### config.mk
export PLATFORM = sky130hd
export DESIGN_NAME = fp_norm_round
export DESIGN_NICKNAME = d
export VERILOG_FILES = /design/src/rtl/fp_norm_round_pkg.sv /design/src/rtl/fp_round_rne.sv /design/src/rtl/fp_norm_round.sv
export SDC_FILE = /design/constraint.sdc
export NUM_CORES = 1
export LEC_CHECK = 0
export CAP_MARGIN = 40
export CORE_MARGIN = 1.5
export CORE_UTILIZATION = 45
export CTS_BUF_LIST = sky130_fd_sc_hd__clkbuf_8
export CTS_CLUSTER_SIZE = 12
export DETAILED_ROUTE_END_ITERATION = 16
export PLACE_DENSITY = 0.72
export SLEW_MARGIN = 20
export SYNTH_ARGS = -nofsm -noshare
export SYNTH_HDL_FRONTEND = slang
export SYNTH_SLANG_ARGS = --single-unit
### constraint.sdc
create_clock -name clk -period 7.1 [get_ports clk]
set_input_delay 1.065 -clock clk [delete_from_list [all_inputs] [get_ports clk]]
set_output_delay 1.065 -clock clk [all_outputs]
set_load 0.1 [all_outputs]
### src/rtl/fp_norm_round_pkg.sv
// Shared fp32 definitions for the adder back end: field widths, sum bit positions, FSM states.
`default_nettype none
package fp_norm_round_pkg;

  localparam int FP_EXP_W = 8;
  localparam int FP_MAN_W = 23;

  // Rounding bit positions within the working sum, independent of mantissa width
  localparam int LSB_BIT = 3;
  localparam int G_BIT   = 2;
  localparam int R_BIT   = 1;
  localparam int S_BIT   = 0;

  typedef enum logic [1:0] {
    ST_IDLE  = 2'd0,
    ST_NORM  = 2'd1,
    ST_ROUND = 2'd2,
    ST_DONE  = 2'd3
  } state_t;

endpackage
`default_nettype wire

### src/rtl/fp_round_rne.sv
// Combinational round-to-nearest-even and result packing for a normalised sum
// {hidden, mantissa, G, R, S}; also usable by a multiplier back end.
`default_nettype none
module fp_round_rne
  import fp_norm_round_pkg::*;
#(
  parameter int EXP_W = FP_EXP_W,
  parameter int MAN_W = FP_MAN_W
) (
  input  logic                 sign,
  input  logic [MAN_W+3:0]     sum,
  input  logic [EXP_W+1:0]     exp,
  output logic [EXP_W+MAN_W:0] result,
  output logic                 ovf,
  output logic                 inexact
);

  localparam int XW = EXP_W + 2;
  localparam logic [XW-1:0] EXP_MAX = XW'((1 << EXP_W) - 1);

  logic             up;
  logic [MAN_W+1:0] man_rnd;
  logic [MAN_W:0]   man;
  logic [XW-1:0]    exp_adj;
  logic [EXP_W-1:0] exp_field;

  always_comb begin
    up      = sum[G_BIT] & (sum[R_BIT] | sum[S_BIT] | sum[LSB_BIT]);
    man_rnd = {1'b0, sum[MAN_W+3:LSB_BIT]} + {{(MAN_W+1){1'b0}}, up};

    // Rounding 1.111..1 up carries out of the 24-bit significand
    if (man_rnd[MAN_W+1]) begin
      man     = man_rnd[MAN_W+1:1];
      exp_adj = exp + XW'(1);
    end else begin
      man     = man_rnd[MAN_W:0];
      exp_adj = exp;
    end

    exp_field = man[MAN_W] ? exp_adj[EXP_W-1:0] : '0;
    result    = {sign, exp_field, man[MAN_W-1:0]};
    ovf       = 1'b0;
    inexact   = sum[G_BIT] | sum[R_BIT] | sum[S_BIT];

    if (exp_adj >= EXP_MAX) begin
      result  = {sign, {EXP_W{1'b1}}, {MAN_W{1'b0}}};
      ovf     = 1'b1;
      inexact = 1'b1;
    end else if (sum == '0) begin
      result = '0;
    end
  end

endmodule
`default_nettype wire

### src/rtl/fp_norm_round.sv
// fp32 adder post-add stage: carry fix-up, iterative one-bit-per-cycle normalisation,
// RNE rounding and packing, with valid/ready handshake and one beat in flight.
`default_nettype none
module fp_norm_round
  import fp_norm_round_pkg::*;
#(
  parameter int EXP_W = FP_EXP_W,
  parameter int MAN_W = FP_MAN_W
) (
  input  logic                 clk,
  input  logic                 rst_n,
  input  logic                 in_valid,
  output logic                 in_ready,
  input  logic                 in_sign,
  input  logic [EXP_W-1:0]     in_exp,
  input  logic [MAN_W+4:0]     in_sum,
  output logic                 out_valid,
  input  logic                 out_ready,
  output logic [EXP_W+MAN_W:0] out_result,
  output logic                 out_ovf,
  output logic                 out_inexact
);

  localparam int SUM_W = MAN_W + 5;
  localparam int XW    = EXP_W + 2;
  localparam int CARRY = SUM_W - 1;
  localparam int HID   = SUM_W - 2;

  state_t               state, state_n;
  logic                 sign_r, sign_n;
  logic [XW-1:0]        exp_r, exp_n;
  logic [SUM_W-1:0]     sum_r, sum_n;
  logic [EXP_W+MAN_W:0] result_r, result_n;
  logic                 ovf_r, ovf_n;
  logic                 inexact_r, inexact_n;
  logic                 valid_r, valid_n;

  logic [EXP_W+MAN_W:0] rnd_result;
  logic                 rnd_ovf;
  logic                 rnd_inexact;

  fp_round_rne #(
    .EXP_W (EXP_W),
    .MAN_W (MAN_W)
  ) u_round (
    .sign    (sign_r),
    .sum     (sum_r[SUM_W-2:0]),
    .exp     (exp_r),
    .result  (rnd_result),
    .ovf     (rnd_ovf),
    .inexact (rnd_inexact)
  );

  always_ff @(posedge clk or negedge rst_n) begin
    if (!rst_n) begin
      state     <= ST_IDLE;
      sign_r    <= 1'b0;
      exp_r     <= '0;
      sum_r     <= '0;
      result_r  <= '0;
      ovf_r     <= 1'b0;
      inexact_r <= 1'b0;
      valid_r   <= 1'b0;
    end else begin
      state     <= state_n;
      sign_r    <= sign_n;
      exp_r     <= exp_n;
      sum_r     <= sum_n;
      result_r  <= result_n;
      ovf_r     <= ovf_n;
      inexact_r <= inexact_n;
      valid_r   <= valid_n;
    end
  end

  always_comb begin
    state_n   = state;
    sign_n    = sign_r;
    exp_n     = exp_r;
    sum_n     = sum_r;
    result_n  = result_r;
    ovf_n     = ovf_r;
    inexact_n = inexact_r;
    valid_n   = valid_r;

    case (state)
      ST_IDLE: begin
        if (in_valid) begin
          sign_n  = in_sign;
          state_n = ST_NORM;
          // Carry out of the add: shift right once, folding R and S into the new sticky
          if (in_sum[CARRY]) begin
            sum_n = {1'b0, in_sum[SUM_W-1:2], in_sum[1] | in_sum[0]};
            exp_n = {2'b00, in_exp} + XW'(1);
          end else begin
            sum_n = in_sum;
            exp_n = {2'b00, in_exp};
          end
        end
      end
      ST_NORM: begin
        if (sum_r[HID] || (sum_r == '0) || (exp_r <= XW'(1))) begin
          state_n = ST_ROUND;
        end else begin
          sum_n = {sum_r[SUM_W-2:0], 1'b0};
          exp_n = exp_r - XW'(1);
        end
      end
      ST_ROUND: begin
        result_n  = rnd_result;
        ovf_n     = rnd_ovf;
        inexact_n = rnd_inexact;
        state_n   = ST_DONE;
      end
      ST_DONE: begin
        if (!valid_r) begin
          valid_n = 1'b1;
        end else if (out_ready) begin
          valid_n = 1'b0;
          state_n = ST_IDLE;
        end
      end
      default: state_n = ST_IDLE;
    endcase
  end

  assign in_ready    = (state == ST_IDLE);
  assign out_valid   = valid_r;
  assign out_result  = result_r;
  assign out_ovf     = ovf_r;
  assign out_inexact = inexact_r;

endmodule
`default_nettype wire
==> images/zoom.png <==
Region (67, 14) to (92, 39) microns. Cells in grey, sequential cells in the stronger grey; small squares are vias.
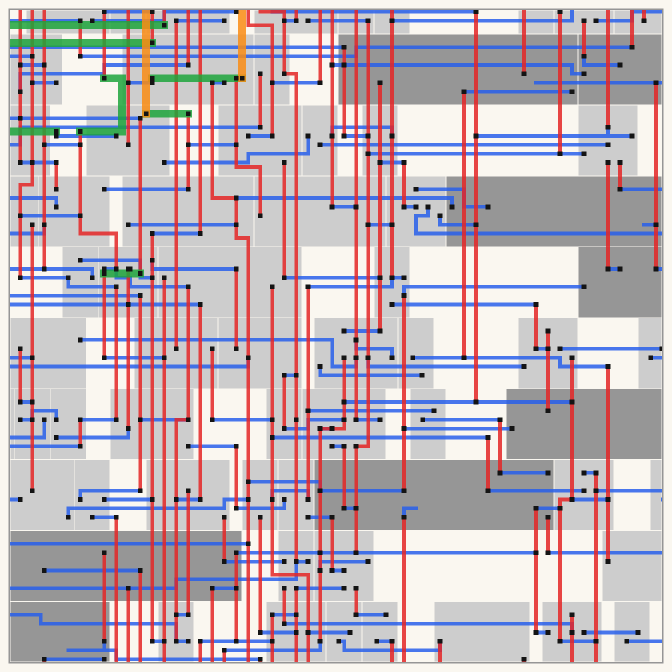
[orange] met4
[red] met2
[green] met3
[blue] met1
cells with their middle in the window: 51
sequential cells in the window: 5
most frequent: o22ai_1 (7), nor2_1 (7)
netlist names of flops here include: `out_result` (5)

==> images/metal_stack.png <==
Only two layers are drawn.
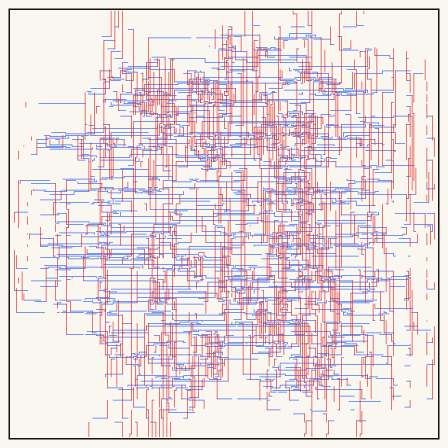
[blue] met1 | wire length: 5510 microns
[red] met2 | wire length: 5430 microns
Routed WL: 11.76 mm
drt wl/cell: 14.82 microns

==> images/pdn.png <==
The bar under the picture is 20 microns long. Pins as bars on the die edge. Tap cells in grey.
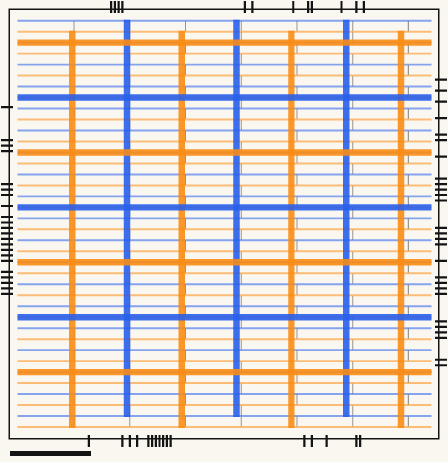
[blue] VDD
[orange] VSS
met4 straps: 7
met5 straps: 7
rows: 37

==> images/met4.png <==
Cells faint in the background.
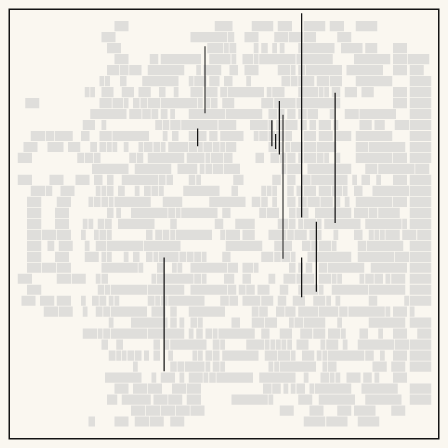
main direction: vertical
wire length on this layer: 215 microns
longest straight run: 50.3 microns
vias after detailed routing: 4420

==> images/final_congestion.png <==
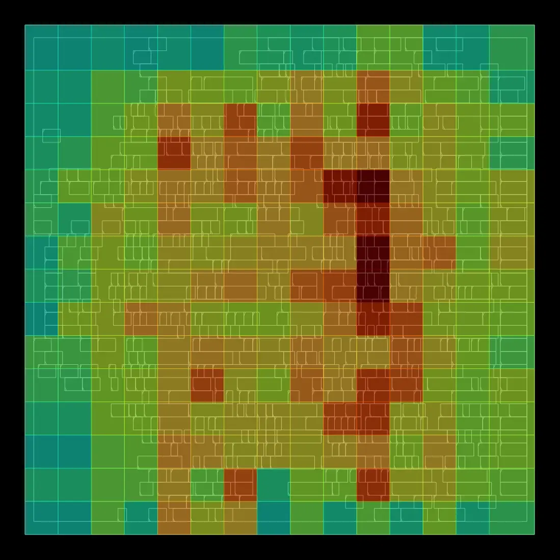
GR peak layer: met2
GRT Overall Usage: 22.09%

==> qor.yml <==
pwr:
  pwr_density_cell_nw_per_um2: 520.7
  clk-power_w: 0.000407
  combinationalPowerShare_pct: 60.7
  power.switching_w: 0.001678
  pwr-share-clk_pct: 12.3
  intPower_w: 0.001639
logic_synthesis:
  top_area_cell: "dfrtp_1"
  top_cell_area_share_pct: 39.83
  xor_share_pct: 4.953
  yosys-stat-cells: 568
  area_leaders: "dfrtp_1, mux2i_1, nor2_1, nand2_1, o21ai_0"
  ys_warn_count: 0
  synth_area_sq_um: 4775
critical_path:
  worst-path-buf-inv: 1
  cp.depth: 9
  path_class: "reg -> reg"
  cpLargestDelayFamily: "simple AND/OR/NAND/NOR gates"
  critPathMaxStageDelay_ns: 0.66
  critical_path.max_fanout: 22
  cp.required_ns: 7.31
  timing.rr.start: "sum_r[3]$_DFFE_PN0P_"
clock_tree:
  clk_path_buf_depth: 2
  clk_latency_ns: 0.35
outcome:
  status: "finished clean"
detailed_routing:
  postRouteAntennaNets: 0
  vias_per_cell: 5.567
  first_pass_iters: 5
  met2_length_mm: 5.431
timing:
  relSlewSlack_pct: 46.47
  finalClockPeriodUsage_pct: 46.33
  setup_violations: 0
final_layout:
  largest_cell_class: "combinational gates"
  fillers: 853
  layout.area.comb_sq_um: 2546
  seq_share_pct: 29.86
worst_hold_path:
  worstHoldPathType: "reg -> reg"
job:
  max_cap_viol_count: 0
floorplan:
  die_area_sq_um: 11240
  rows: 37
Power is estimated from default activity; no workload was simulated.
